==> src/rtl/jk_excitation_gen.sv <==
// jk_excitation_gen
//
// Turns a stream of target bits ("what q should be next") into J/K excitation
// codes for a downstream JK flip-flop. Target bits are buffered in a small
// FIFO and issued one per cycle as registered {j,k}. A shadow copy of the
// flop state is kept. Delayed through a two-stage pipeline, it is compared
// against the flop's real q to flag and count mismatches.
//
// Ports
//   clk       rising-edge clock
//   rst       asynchronous, active-low reset
//   d_in      target bit
//   d_valid   d_in is valid; a push happens when d_valid && d_ready
//   d_ready   FIFO can accept (== !full)
//   hold      pause issue: no pop, {j,k}=00
//   j, k      registered excitation to the JK flop
//   q_fb      q of the driven flop, synchronous to clk
//   empty     FIFO empty
//   full      FIFO holds DEPTH entries
//   mismatch  registered one-cycle pulse when q_fb differs from expected
//   err_cnt   saturating mismatch counter
module jk_excitation_gen #(
  parameter int DEPTH     = 4,
  parameter int CNT_W     = 8,
  parameter bit TOGGLE_EN = 1'b0
) (
  input  logic             clk,
  input  logic             rst,
  input  logic             d_in,
  input  logic             d_valid,
  output logic             d_ready,
  input  logic             hold,
  output logic             j,
  output logic             k,
  input  logic             q_fb,
  output logic             empty,
  output logic             full,
  output logic             mismatch,
  output logic [CNT_W-1:0] err_cnt
);

  localparam int AW = $clog2(DEPTH);
  localparam int PW = AW + 1;

  logic [PW-1:0] wrPtr;
  logic [PW-1:0] rdPtr;
  logic          fifoMem [DEPTH];

  logic push;
  logic pop;
  logic target;
  logic shadow;
  logic shadowNext;
  logic jNext;
  logic kNext;

  logic exp_p1;
  logic exp_p2;
  logic vld_p1;
  logic vld_p2;

  function automatic logic [CNT_W-1:0] satInc(input logic [CNT_W-1:0] v);
    return (&v) ? v : v + CNT_W'(1);
  endfunction

  // The extra pointer MSB tells a full FIFO apart from an empty one.
  assign empty   = (wrPtr == rdPtr);
  assign full    = (wrPtr[AW] != rdPtr[AW]) && (wrPtr[AW-1:0] == rdPtr[AW-1:0]);
  assign d_ready = !full;

  // A push is refused when full, even if a pop frees a slot on the same edge.
  // The pop uses the current empty, so a bit pushed into an empty FIFO waits
  // one edge before it is issued.
  assign push   = d_valid && !full;
  assign pop    = !empty && !hold;
  assign target = fifoMem[rdPtr[AW-1:0]];

  always_ff @(posedge clk) begin
    if (push) begin
      fifoMem[wrPtr[AW-1:0]] <= d_in;
    end
  end

  always_ff @(posedge clk or negedge rst) begin
    if (!rst) begin
      wrPtr <= '0;
      rdPtr <= '0;
    end else begin
      if (push) wrPtr <= wrPtr + PW'(1);
      if (pop)  rdPtr <= rdPtr + PW'(1);
    end
  end

  always_comb begin
    jNext      = 1'b0;
    kNext      = 1'b0;
    shadowNext = shadow;
    if (pop) begin
      shadowNext = target;
      if (target != shadow) begin
        if (TOGGLE_EN) begin
          jNext = 1'b1;
          kNext = 1'b1;
        end else begin
          jNext = target;
          kNext = !target;
        end
      end
    end
  end

  // ---- stage 1: issue {j,k}, update the shadow, capture expected q ----
  always_ff @(posedge clk or negedge rst) begin
    if (!rst) begin
      j      <= 1'b0;
      k      <= 1'b0;
      shadow <= 1'b0;
      vld_p1 <= 1'b0;
    end else begin
      j      <= jNext;
      k      <= kNext;
      shadow <= shadowNext;
      vld_p1 <= 1'b1;
    end
  end

  always_ff @(posedge clk) begin
    exp_p1 <= shadowNext;
  end

  // ---- stage 2: expected q aligned with the flop's update edge ----
  always_ff @(posedge clk or negedge rst) begin
    if (!rst) begin
      vld_p2 <= 1'b0;
    end else begin
      vld_p2 <= vld_p1;
    end
  end

  always_ff @(posedge clk) begin
    exp_p2 <= exp_p1;
  end

  // ---- stage 3: compare against q_fb, flag and count ----
  always_ff @(posedge clk or negedge rst) begin
    if (!rst) begin
      mismatch <= 1'b0;
      err_cnt  <= '0;
    end else begin
      mismatch <= vld_p2 && (q_fb != exp_p2);
      if (vld_p2 && (q_fb != exp_p2)) begin
        err_cnt <= satInc(err_cnt);
      end
    end
  end

endmodule

==> config.mk <==
export PLATFORM = sky130hd
export DESIGN_NAME = jk_excitation_gen
export DESIGN_NICKNAME = d
export VERILOG_FILES = /design/src/rtl/jk_excitation_gen.sv
export SDC_FILE = /design/constraint.sdc
export NUM_CORES = 1
export LEC_CHECK = 0
export CORE_MARGIN = 2
export CORE_UTILIZATION = 36
export CTS_BUF_LIST = sky130_fd_sc_hd__clkbuf_4 sky130_fd_sc_hd__clkbuf_8
export CTS_CLUSTER_DIAMETER = 50
export DETAILED_ROUTE_END_ITERATION = 12
export PLACE_DENSITY_LB_ADDON = 0.05
export SETUP_SLACK_MARGIN = 0.05
export SLEW_MARGIN = 20
export SYNTH_ARGS = -nofsm -noshare
export SYNTH_HDL_FRONTEND = slang
export SYNTH_SLANG_ARGS = --single-unit
==> constraint.sdc <==
create_clock -name clk -period 4.2 [get_ports clk]
set_clock_uncertainty 0.1 [all_clocks]
set_input_delay 0.42 -clock clk [delete_from_list [all_inputs] [get_ports clk]]
set_output_delay 0.42 -clock clk [all_outputs]
set_load 0.03 [all_outputs]
### Power grid

Scale bar: 20 um. Pins as bars on the die edge. Tap cells in gray.
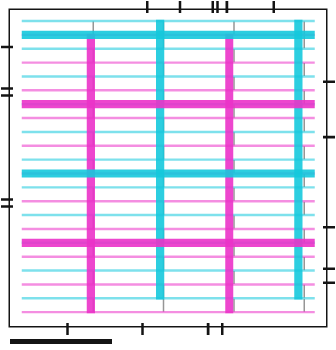
legend:
  magenta:
    net: VSS
  cyan:
    net: VDD
rows: 21
tap cells: 46
peak supply drop: 0.316 mV
core area: 3280 um2

### Cell classes on the final placement

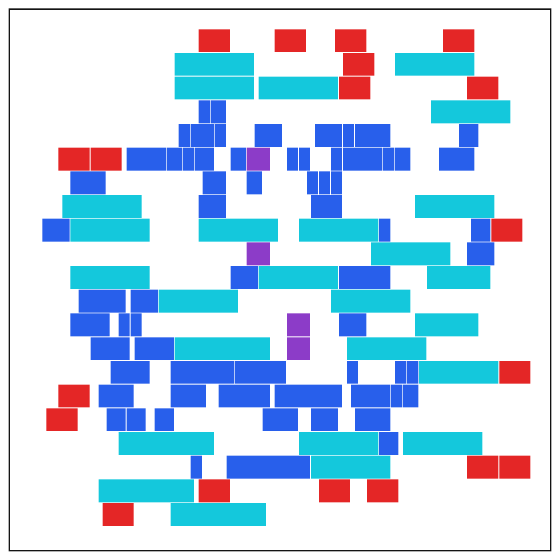
legend:
  purple:
    class: clock drivers and dummy loads
    cells: 4
  cyan:
    class: flip-flops
    cells: 26
  red:
    class: other buffers and delay cells
    cells: 19
  blue:
    class: all other logic
    cells: 66
final instance area: 1490 um2
num rows: 21

==> ci_impl_report.md <==
### Metrics collected by this job

| Metric | Value |
|---|---|
| Outcome | finished clean |
| Synth Area per Inst | 13.2 um2 |
| Sequential-to-total area share from yosys stat | 54.5% |
| Largest cells by area | dfrtp_1, edfxtp_1, ha_1, xnor2_2, dfxtp_1 |
| CTS H-tree lvls | 1 |
| I/O pin cnt | 20 |
| Hold WS | 0.247 ns |
| Overflow after GRT | 0 |
| Min-Delay Endpoint | exp_p2 |
| Drt first pass iters | 4 |
| Number of synthesized flops with an enable pin | 4 |
| Slew HR | 42.1% |
| Synth top area share | 41.3% |
| Initial antenna violation count | 0 |
| Post_cts resized | 0 |
| Crit end category | primary output |
| Init Core Util | 36.9% |
| Top Metal Used | met4 |
| Final setup TNS | 0 ns |
| First-pass GRT wire length | 2.95 mm |
| Met2 wire len | 817 um |
| Number of global-route vias before repair | 656 |
| Worst path arrival time | 2.03 ns |
| 1st-iter DRT viols | 38 |
| Reg-to-Reg End | wrPtr[1] |
| Top cells by count | dfrtp_1, nand2_1, ha_1, inv_1, nor2_1 |
| Most frequent logic cell in the layout | dfrtp_1 |
| R2R depth | 4 |
| Critical path fanouts, max | 4 |
| Startpoint Class | flip-flop |
| Die height | 62 um |
| Antenna Violating Nets Remaining | 0 |
| Final min period | 2.55 ns |
| Root buffer cell | clkbuf_4 |
| Leak | 0.000653 uW |
| Largest net degree at the start of global routing | 21 |
| Crit path kind | reg2out |
| Final period util | 60.8% |
| Layout cells sized above 1 | 15.7% |
| Clock sinks | 26 |
| Post-synth regs | 26 |
### Clock distribution

Scale bar: 20 um.
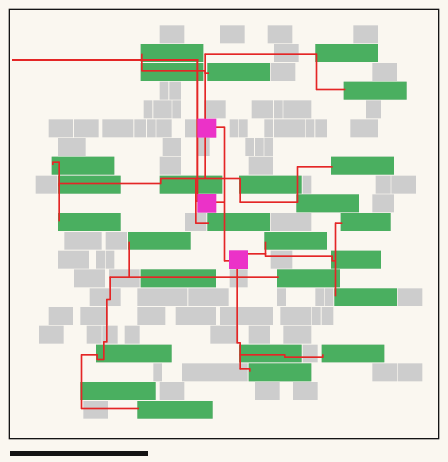
legend:
  magenta:
    item: cells driving clock nets
    count: 3
  red:
    item: clock wires
    length: 318 um
  green:
    item: flip-flops
    count: 26
flops lie: spread over the die
Insertion Delay late pin: 0.31 ns
clk pwr: 112 uW
power share of the clock group: 9.4%

### Routed metal, one color a layer

Scale bar: 20 um. Two of the layers only.
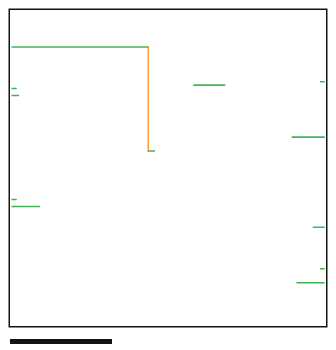
legend:
  orange:
    layer: met4
    wire_length: 20.4 um
  green:
    layer: met3
    wire_length: 56.4 um
drt wl/cell: 11.7 um
Overall Global Routing Usage: 10.8%
DR vias: 732
Detailed Route WL: 1.88 mm

## logic make-up after synthesis
group,Yosys count,synth area share [%]
AOI/OAI and AO/OA,4,3.20
xor gates and xnor gates,11,9.81
adders and majority gates,6,6.20
buffers and inverters,6,1.86
DFF,26,54.5
muxes,7,7.95
other,1,0.310
and+or+nand+nor,31,16.1
## worst max-delay path, stage by stage (launching register included)
cell             delay [ns]
dfrtp_1                0.49
xnor2_2                0.34
and3_4                 0.24
clkdlybuf4s50_1        0.66
## power by group
group          switching [uW]  internal [uW]  total, uW
clock network            68.6           43.5        112
registers                 103            354        457
logic                     334            294        628
## sequential cells by signal, summed over array words and instances, names as in the netlist
register  flops
err_cnt       8
fifoMem       4
rdPtr         3
wrPtr         3
exp_p1        1
exp_p2        1
j             1
k             1
mismatch      1
shadow        1
vld_p1        1
vld_p2        1
## metal layers
metal / track usage [%] / up-vias
met4: 5.47 / 0
met5: 0 / -
met2: 14.1 / 12
met1: 16.5 / 354
li1: - / 364
met3: 2.48 / 2
## worst max-delay path by stage
stage | startpoint | to | slack, ns | depth (start not counted)
floorplan | rdPtr[0] | full | 2.48 | 3
global placement | rdPtr[0] | empty | 2.02 | 3
detailed placement | wrPtr[1] | empty | 1.99 | 3
CTS | rdPtr[0] | empty | 1.62 | 3
global route | rdPtr[0] | full | 1.55 | 4
finish | rdPtr[0] | empty | 1.65 | 3
## stage by stage
step,instances,util [%],area (um2)
floorplan,92,-,1210
global placement,157,44.4,1460
detailed placement,157,44.4,1460
CTS,161,45.3,1490
global route,161,45.3,1490
finish,161,45.3,1490
## cell type report
cell class,count,share of cell area (%)
Multi-Input combinational cell,60,35.5
Tap cell,46,3.87
Inverter,6,1.51
Timing Repair Buffer,19,12.8
Clock buffer,4,2.02
Sequential cell,26,44.4
No activity file was given, so power comes from the tool's default toggle rates.
